File: src/rtl/expr_string_gen.sv
// Expression character-stream generator: validates a packed digit/operator
// description and emits it as ASCII, one character per accepted beat.
module expr_string_gen #(
  parameter int MAX_TERMS = 8
) (
  input  logic                   clk,
  input  logic                   clr_n,
  input  logic                   start,
  input  logic [3:0]             num_terms,
  input  logic [4*MAX_TERMS-1:0] digits,
  input  logic [MAX_TERMS-2:0]   ops,
  input  logic                   out_ready,
  output logic [7:0]             out,
  output logic                   out_valid,
  output logic                   busy,
  output logic                   done,
  output logic                   err
);

  typedef enum logic [2:0] {
    S_IDLE  = 3'd0,
    S_DIGIT = 3'd1,
    S_OP    = 3'd2,
    S_DONE  = 3'd3,
    S_REJ   = 3'd4
  } state_t;

  state_t                 state_q, state_d;
  logic [3:0]             idx_q, idx_d;
  logic [3:0]             n_q;
  logic [4*MAX_TERMS-1:0] digits_q;
  logic [MAX_TERMS-2:0]   ops_q;
  logic                   load;
  logic                   start_ok;
  logic [3:0]             cur_dig;
  logic                   cur_op;

  // Only nibbles below num_terms are checked; unused operands are don't-care.
  always_comb begin
    start_ok = 1'b1;
    if (num_terms == 4'd0 || 32'(num_terms) > MAX_TERMS) start_ok = 1'b0;
    for (int i = 0; i < MAX_TERMS; i++) begin
      if (i < 32'(num_terms) && digits[4*i +: 4] > 4'd9) start_ok = 1'b0;
    end
  end

  always_comb begin
    cur_dig = 4'd0;
    cur_op  = 1'b0;
    for (int i = 0; i < MAX_TERMS; i++) begin
      if (idx_q == 4'(i)) cur_dig = digits_q[4*i +: 4];
    end
    for (int i = 0; i < MAX_TERMS - 1; i++) begin
      if (idx_q == 4'(i)) cur_op = ops_q[i];
    end
  end

  always_comb begin
    state_d = state_q;
    idx_d   = idx_q;
    load    = 1'b0;
    case (state_q)
      S_IDLE: begin
        if (start) begin
          if (start_ok) begin
            load    = 1'b1;
            idx_d   = 4'd0;
            state_d = S_DIGIT;
          end else begin
            state_d = S_REJ;
          end
        end
      end
      S_DIGIT: begin
        if (out_ready) state_d = (idx_q == n_q - 4'd1) ? S_DONE : S_OP;
      end
      S_OP: begin
        if (out_ready) begin
          idx_d   = idx_q + 4'd1;
          state_d = S_DIGIT;
        end
      end
      S_DONE:  state_d = S_IDLE;
      S_REJ:   state_d = S_IDLE;
      default: state_d = S_IDLE;
    endcase
  end

  // Moore output decode from registered state and index only.
  always_comb begin
    out       = 8'h00;
    out_valid = 1'b0;
    busy      = (state_q != S_IDLE);
    done      = 1'b0;
    err       = 1'b0;
    case (state_q)
      S_DIGIT: begin
        out_valid = 1'b1;
        out       = 8'h30 + {4'h0, cur_dig};
      end
      S_OP: begin
        out_valid = 1'b1;
        out       = cur_op ? 8'h2A : 8'h2B;
      end
      S_DONE:  done = 1'b1;
      S_REJ:   err  = 1'b1;
      default: ;
    endcase
  end

  always_ff @(posedge clk) begin
    if (!clr_n) begin
      state_q <= S_IDLE;
      idx_q   <= 4'd0;
    end else begin
      state_q <= state_d;
      idx_q   <= idx_d;
    end
  end

  // Request payload is captured only on acceptance, so later input changes are invisible.
  always_ff @(posedge clk) begin
    if (load) begin
      n_q      <= num_terms;
      digits_q <= digits;
      ops_q    <= ops;
    end
  end

endmodule

File: config.mk
export PLATFORM = sky130hd
export DESIGN_NAME = expr_string_gen
export DESIGN_NICKNAME = d
export VERILOG_FILES = /design/src/rtl/expr_string_gen.sv
export SDC_FILE = /design/constraint.sdc
export NUM_CORES = 1
export LEC_CHECK = 0
export CORE_MARGIN = 2
export CORE_UTILIZATION = 40
export DETAILED_ROUTE_END_ITERATION = 10
export PLACE_DENSITY_LB_ADDON = 0.05
export SLEW_MARGIN = 10
export SYNTH_ARGS = -nofsm -noshare
export SYNTH_HDL_FRONTEND = slang
export SYNTH_SLANG_ARGS = --single-unit
File: constraint.sdc
create_clock -name clk -period 10.78 [get_ports clk]
set_input_delay 2.156 -clock clk [delete_from_list [all_inputs] [get_ports clk]]
set_output_delay 2.156 -clock clk [all_outputs]
set_load 0.005 [all_outputs]
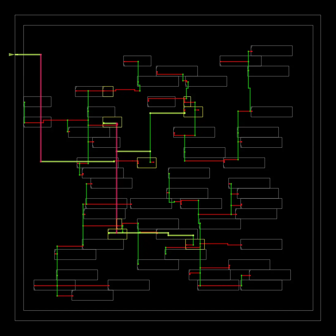
run_1/clocks.png
CLK BUF: 5
clk pwr: 0.106 mW

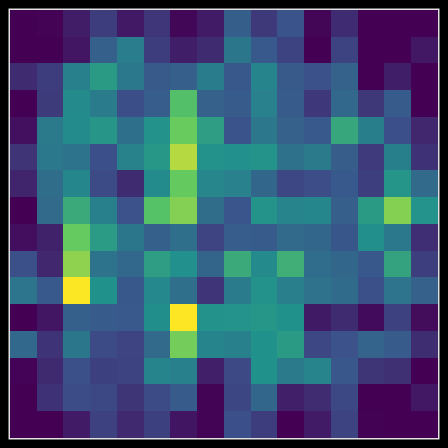
run_1/metal_density.png
16 x 16 tiles, from dark purple (low) to yellow (high), scaled to the fullest tile. Values are wire area over tile area, all layers added.
mean over tiles: 0.13
fullest tile: 0.43
densest ninth of the die: middle
tiles over half the peak: 14%
nearly empty tiles: 12%

==> summary.txt, run 1 <==
I/O Buffers - 56
Max-cap check violation count - 0
Worst-Margin Slew - 1.17 ns
Largest net degree at the start of global routing - 45
CTS tree - done
Combinational share of power - 10.0%
CP Class - reg2out
Drt drc - 0
Total Nets Final - 318
Synth flops - 50
DP Cell Count - 334
Final Hold Fails - 0
Clock Sinks - 50
Initial antenna violation count - 0
Finished Layout Cells - 342
ANT nets after route - 0
CTS Buffer Depth - 2
Reg2reg end - digits_q[29]
Post-synth EDFFs - 43
Startpoint Class - flop
Invs w/o clock - 6
Final-layout clock-cell area share - 2.75%
Critical Path AT - 2.81 ns
Hold depth - 2
Reg2reg path depth - 3
Clock Power Share - 29.7%
MI comb cells - 147
Most used routing layer - met2
Pre-antenna DRT Iters - 4
Fraction of layout cells with a size suffix above 1 - 5.24%
Die width - 81.6 um
Net Sw Power - 0.0767 mW
Vias in the first global route - 1720
Crit path cell chain - inv_1, ha_1, nand3b_1, a21oi_1, a21oi_1, nor2_1, a21oi_1, a211oi_1, clkdlybuf4s50_1
FF+latch area - 1430 um2
Vias per cell - 5.19
RSZ-0062 raised after global routing - no
Post_cts resized - 0
Status - finished clean
DIE HEIGHT - 81.6 um
Leak - 0.996 nW
Via count - 1774
Most common cell after layout, fill and taps aside - clkdlybuf4s50_1
Switch share - 21.6%
Hold endpoint - idx_q[3]
Clock Skews - 0.00506 ns
Reg2Reg Launch Point - state_q[0]
Chip area - 6660 um2
Final Util - 52.7%
Top Consumer - sequential cells
Final WL - 5.28 mm
Routed length on met3 - 275 um
Buffer share of cell area - 18.1%
Sequential share of cell area - 46.2%
Combinational share of cell area - 29.2%
Pint - 0.279 mW
Post-CTS setup buffers - 0
First-pass GRT wire length - 8.07 mm
Adders+Majority by Area - 2.59%
Most frequent cells in the layout - clkdlybuf4s50_1 (56), edfxtp_1 (43), a21oi_1 (28), nand2_1 (26)
Tap cell count - 75
Placement Rows - 28
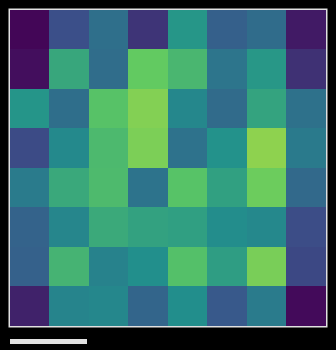
run_1/cell_density.png
Scale bar: 20 um. 8 x 8 tiles, from dark purple (low) to yellow (high), 0 to 100% covered.
tiles over 75% full: 9.4%
nearly empty tiles: 1.6%
densest ninth of the die: middle
fullest tile: 83%
mean over tiles: 45%

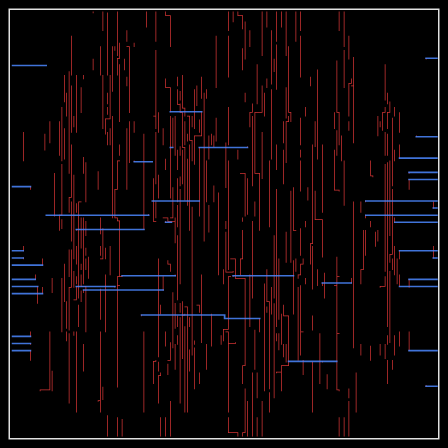
run_1/wires.png
Only two layers are drawn.
[red] metal 2 | wire length: 2490 um
[blue] metal 3 | wire length: 276 um
drt wl/cell: 15.4 um
total track usage: 16.6%

==> run 2, diff against run 1 <==
clock period = 5.1 ns   (was 10.78 ns; I/O delays follow)
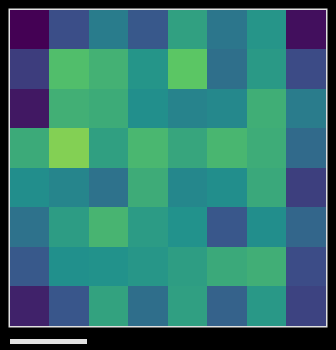
run_2/cell_density.png
Scale bar: 20 um. 8 x 8 tiles, from dark purple (low) to yellow (high), 0 to 100% covered.
mean over tiles: 46%
nearly empty tiles: 1.6%
fullest tile: 81%
tiles over 75% full: 1.6%
fp_density: 41.0%
Final Util: 53.1%
core area: 5890 um2

==> run 2 against run 1 <==
Net effect: worst setup slack worse by 4.5 ns; utilization grew 0.49 points; non-clock buffer count up 1; wire length grew 3.3%; clock skew is essentially flat; critical path depth unchanged; total power grew 130%; first-iteration DRC count is 54% higher; combinational power up 110%; synthesized area unchanged; synthesized cell count unchanged.
==> summary.txt, run 2 <==
Reg2Reg Launch Point - state_q[0]
Critical Path AT - 2.76 ns (-0.05 ns)
Adders+Majority by Area - 2.59% (unchanged)
Fraction of layout cells with a size suffix above 1 - 5.22% (-0.020 points)
I/O Buffers - 56 (unchanged)
Clk pwr - 0.277 mW (+160%)
Hold endpoint - idx_q[3]
Crit path cell chain - inv_1, ha_1, nand3b_1, a21oi_1, a21oi_1, nor2_1, a211oi_1, a211oi_1, clkdlybuf4s50_1
Buffer share of cell area - 18.2% (+0.074 points)
Chip area - 6660 um2 (unchanged)
ANT nets after route - 0 (unchanged)
DIE HEIGHT - 81.6 um (unchanged)
Reg2reg path depth - 4 (+1)
Final-layout clock-cell area share - 3.40% (+0.65 points)
Sequential share of cell area - 45.8% (-0.42 points)
Routed length on met3 - 247 um (-10%)
Startpoint Class - flop
Total track usage - 17.3% (+0.68 points)
Reg2reg end - digits_q[20]
Combinational share of power - 9.4% (-0.6 points)
Met1 WL - 2.45 mm
Clock Power Share - 34.4% (+4.7 points)
Pre-antenna DRT Iters - 4 (unchanged)
Largest net degree at the start of global routing - 45 (unchanged)
Post_cts resized - 0 (unchanged)
Final WL - 5.45 mm (+3.3%)
Post-CTS setup buffers - 0 (unchanged)
FF+latch area - 1430 um2 (unchanged)
Status - finished clean
Max-cap check violation count - 0 (unchanged)
Via count - 1792 (+1.0%)
Vias in the first global route - 1712 (-0.47%)
Initial antenna violation count - 0 (unchanged)
Final Hold Fails - 0 (unchanged)
First-pass GRT wire length - 8.51 mm (+5.4%)
CTS Buffer Depth - 2 (unchanged)
RSZ-0062 raised after global routing - no
Switch share - 20.4% (-1.2 points)
Finished Layout Cells - 343 (+0.29%)
Most used routing layer - met2
Drt wl/cell - 15.9 um (+3.0%)
Most frequent cells in the layout - clkdlybuf4s50_1 (56), edfxtp_1 (43), a21oi_1 (28), nand2_1 (26)
Invs w/o clock - 6 (unchanged)
Tap cell count - 75 (unchanged)
Total Nets Final - 319 (+0.31%)
Worst-Margin Slew - 0.677 ns (-0.490 ns)
Top Consumer - sequential cells
Post-synth EDFFs - 43 (unchanged)
Die width - 81.6 um (unchanged)
Most common cell after layout, fill and taps aside - clkdlybuf4s50_1
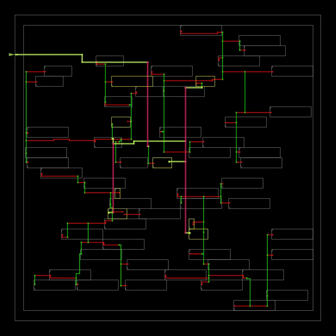
run_2/clocks.png
Clock Skews: 0.00463 ns
Latency at later pin: 0.30 ns
Clock Sinks: 50

==> run 3, diff against run 2 <==
clock period = 3.7 ns   (was 5.1 ns; I/O delays follow)
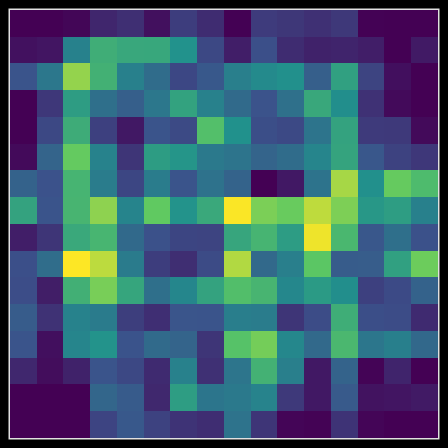
run_3/metal_density.png
16 x 16 tiles, from dark purple (low) to yellow (high), scaled to the fullest tile. Values are wire area over tile area, all layers added.
mean over tiles: 0.13
tiles over half the peak: 24%
nearly empty tiles: 10%
densest ninth of the die: right middle
total track usage: 16.8%
drt wl/cell: 15.7 um
via count: 1736
final WL: 5.40 mm

==> run 3 against run 2 <==
Net effect: flip-flop count did not move; via count down 3.1%; hold slack lost 0.0097 ns; critical path depth is 1 lower; global-route usage fell by 0.42 points; count of clock-buffer cells in the layout fell by 1; synthesized area stayed put; die size unchanged; critical endpoint is now out[1].
==> summary.txt, run 3 <==
Max reg flops - 32
Met1 Usage GRT - 24.8%
Switch share - 20.9% (+0.55 points)
Crit path cell chain - inv_1, ha_1, a21oi_1, a21oi_1, o21ai_0, mux2i_1, o21ai_1, clkdlybuf4s50_1
GR Layer Usage met2 - 24.8%
Final max-slew violation count - 0
Post-CTS setup buffers - 0 (unchanged)
Drt drc - 0
Vias per cell - 5.06
I/O Buffers - 56 (unchanged)
Invs w/o clock - 6 (unchanged)
Post-synth top area cell - edfxtp_1
Pre-antenna DRT Iters - 4 (unchanged)
Tap cell count - 75 (unchanged)
Routed length on met3 - 300 um (+21%)
Clock Sinks - 50 (unchanged)
Most frequent cells in the layout - clkdlybuf4s50_1 (56), edfxtp_1 (43), a21oi_1 (28), nand2_1 (26)
Core area - 5890 um2 (unchanged)
Hold endpoint - idx_q[3]
Status - finished clean
Vias in the first global route - 1640 (-4.2%)
Die width - 81.6 um (unchanged)
Final-layout clock-cell area share - 2.61% (-0.79 points)
Startpoint Class - flop
Period utilization - 90.8%
Crit path required time - 2.96 ns
Most common cell after layout, fill and taps aside - clkdlybuf4s50_1
Fp_density - 41.0% (unchanged)
Cts hold-fix bufs - 0
Finished Layout Cells - 343 (unchanged)
Worst-path fanout max - 20
Critical Path AT - 2.62 ns (-0.14 ns)
Chip area - 6660 um2 (unchanged)
Fraction of layout cells with a size suffix above 1 - 5.60% (+0.37 points)
First-pass GRT wire length - 8.34 mm (-2.0%)
RSZ-0062 raised after global routing - no
Latency at later pin - 0.30 ns (about the same)
Post_cts resized - 0 (unchanged)
Seq pwr share - 60.7%
Final Hold Fails - 0 (unchanged)
GPL Wtd Cong - 0.793
Reg2reg path depth - 5 (+1)
Minimum clock period - 3.36 ns
Clock Power Share - 29.1% (-5.3 points)
Tool warnings - 29
Comb. pwr - 0.105 mW
VDD IR max - 189 uV
Slowest cell on crit path - clkdlybuf4s50_1
CTS Buffer Depth - 2 (unchanged)
FF+latch area - 1430 um2 (unchanged)
Max Used Layer - met4
Sequential share of cell area - 45.9% (+0.15 points)
Reg2Reg Launch Point - state_q[1]
Pint - 0.813 mW
GRT overflow - 0
Placement Rows - 28
Post-synth ARST share - 0%
Final Util - 53.0% (-0.17 points)
Net Sw Power - 0.215 mW
DIE HEIGHT - 81.6 um (unchanged)
Total Nets Final - 319 (unchanged)
Most used routing layer - met2
Top Consumer - sequential cells
Combinational share of power - 10.2% (+0.8 points)
Adders+Majority by Area - 2.59% (unchanged)
Met1 WL - 2.72 mm (+11%)
Buffer share of cell area - 18.6% (+0.46 points)
Reg2reg end - idx_q[2]
ANT nets after route - 0 (unchanged)
Met2 wire length - 2.33 mm
Initial antenna violation count - 0 (unchanged)
Post-synth EDFFs - 43 (unchanged)
Max-cap check violation count - 0 (unchanged)
Worst-Margin Slew - 0.678 ns (+0.000645 ns)
Area of the mapped netlist - 2410 um2
Final setup fails - 0
Largest net degree at the start of global routing - 45 (unchanged)
Crit-path max cell delay - 0.53 ns
Combinational share of cell area - 29.1%
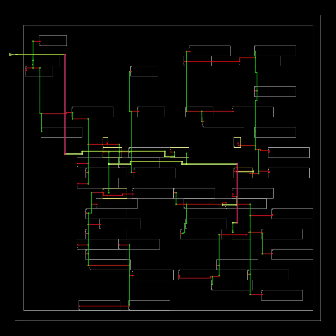
run_3/clocks.png
CTS Buf Count: 5
Flops: 50
Clock Skews: 0.00913 ns
clk pwr: 0.299 mW

Power and IR drop assume default switching activity.
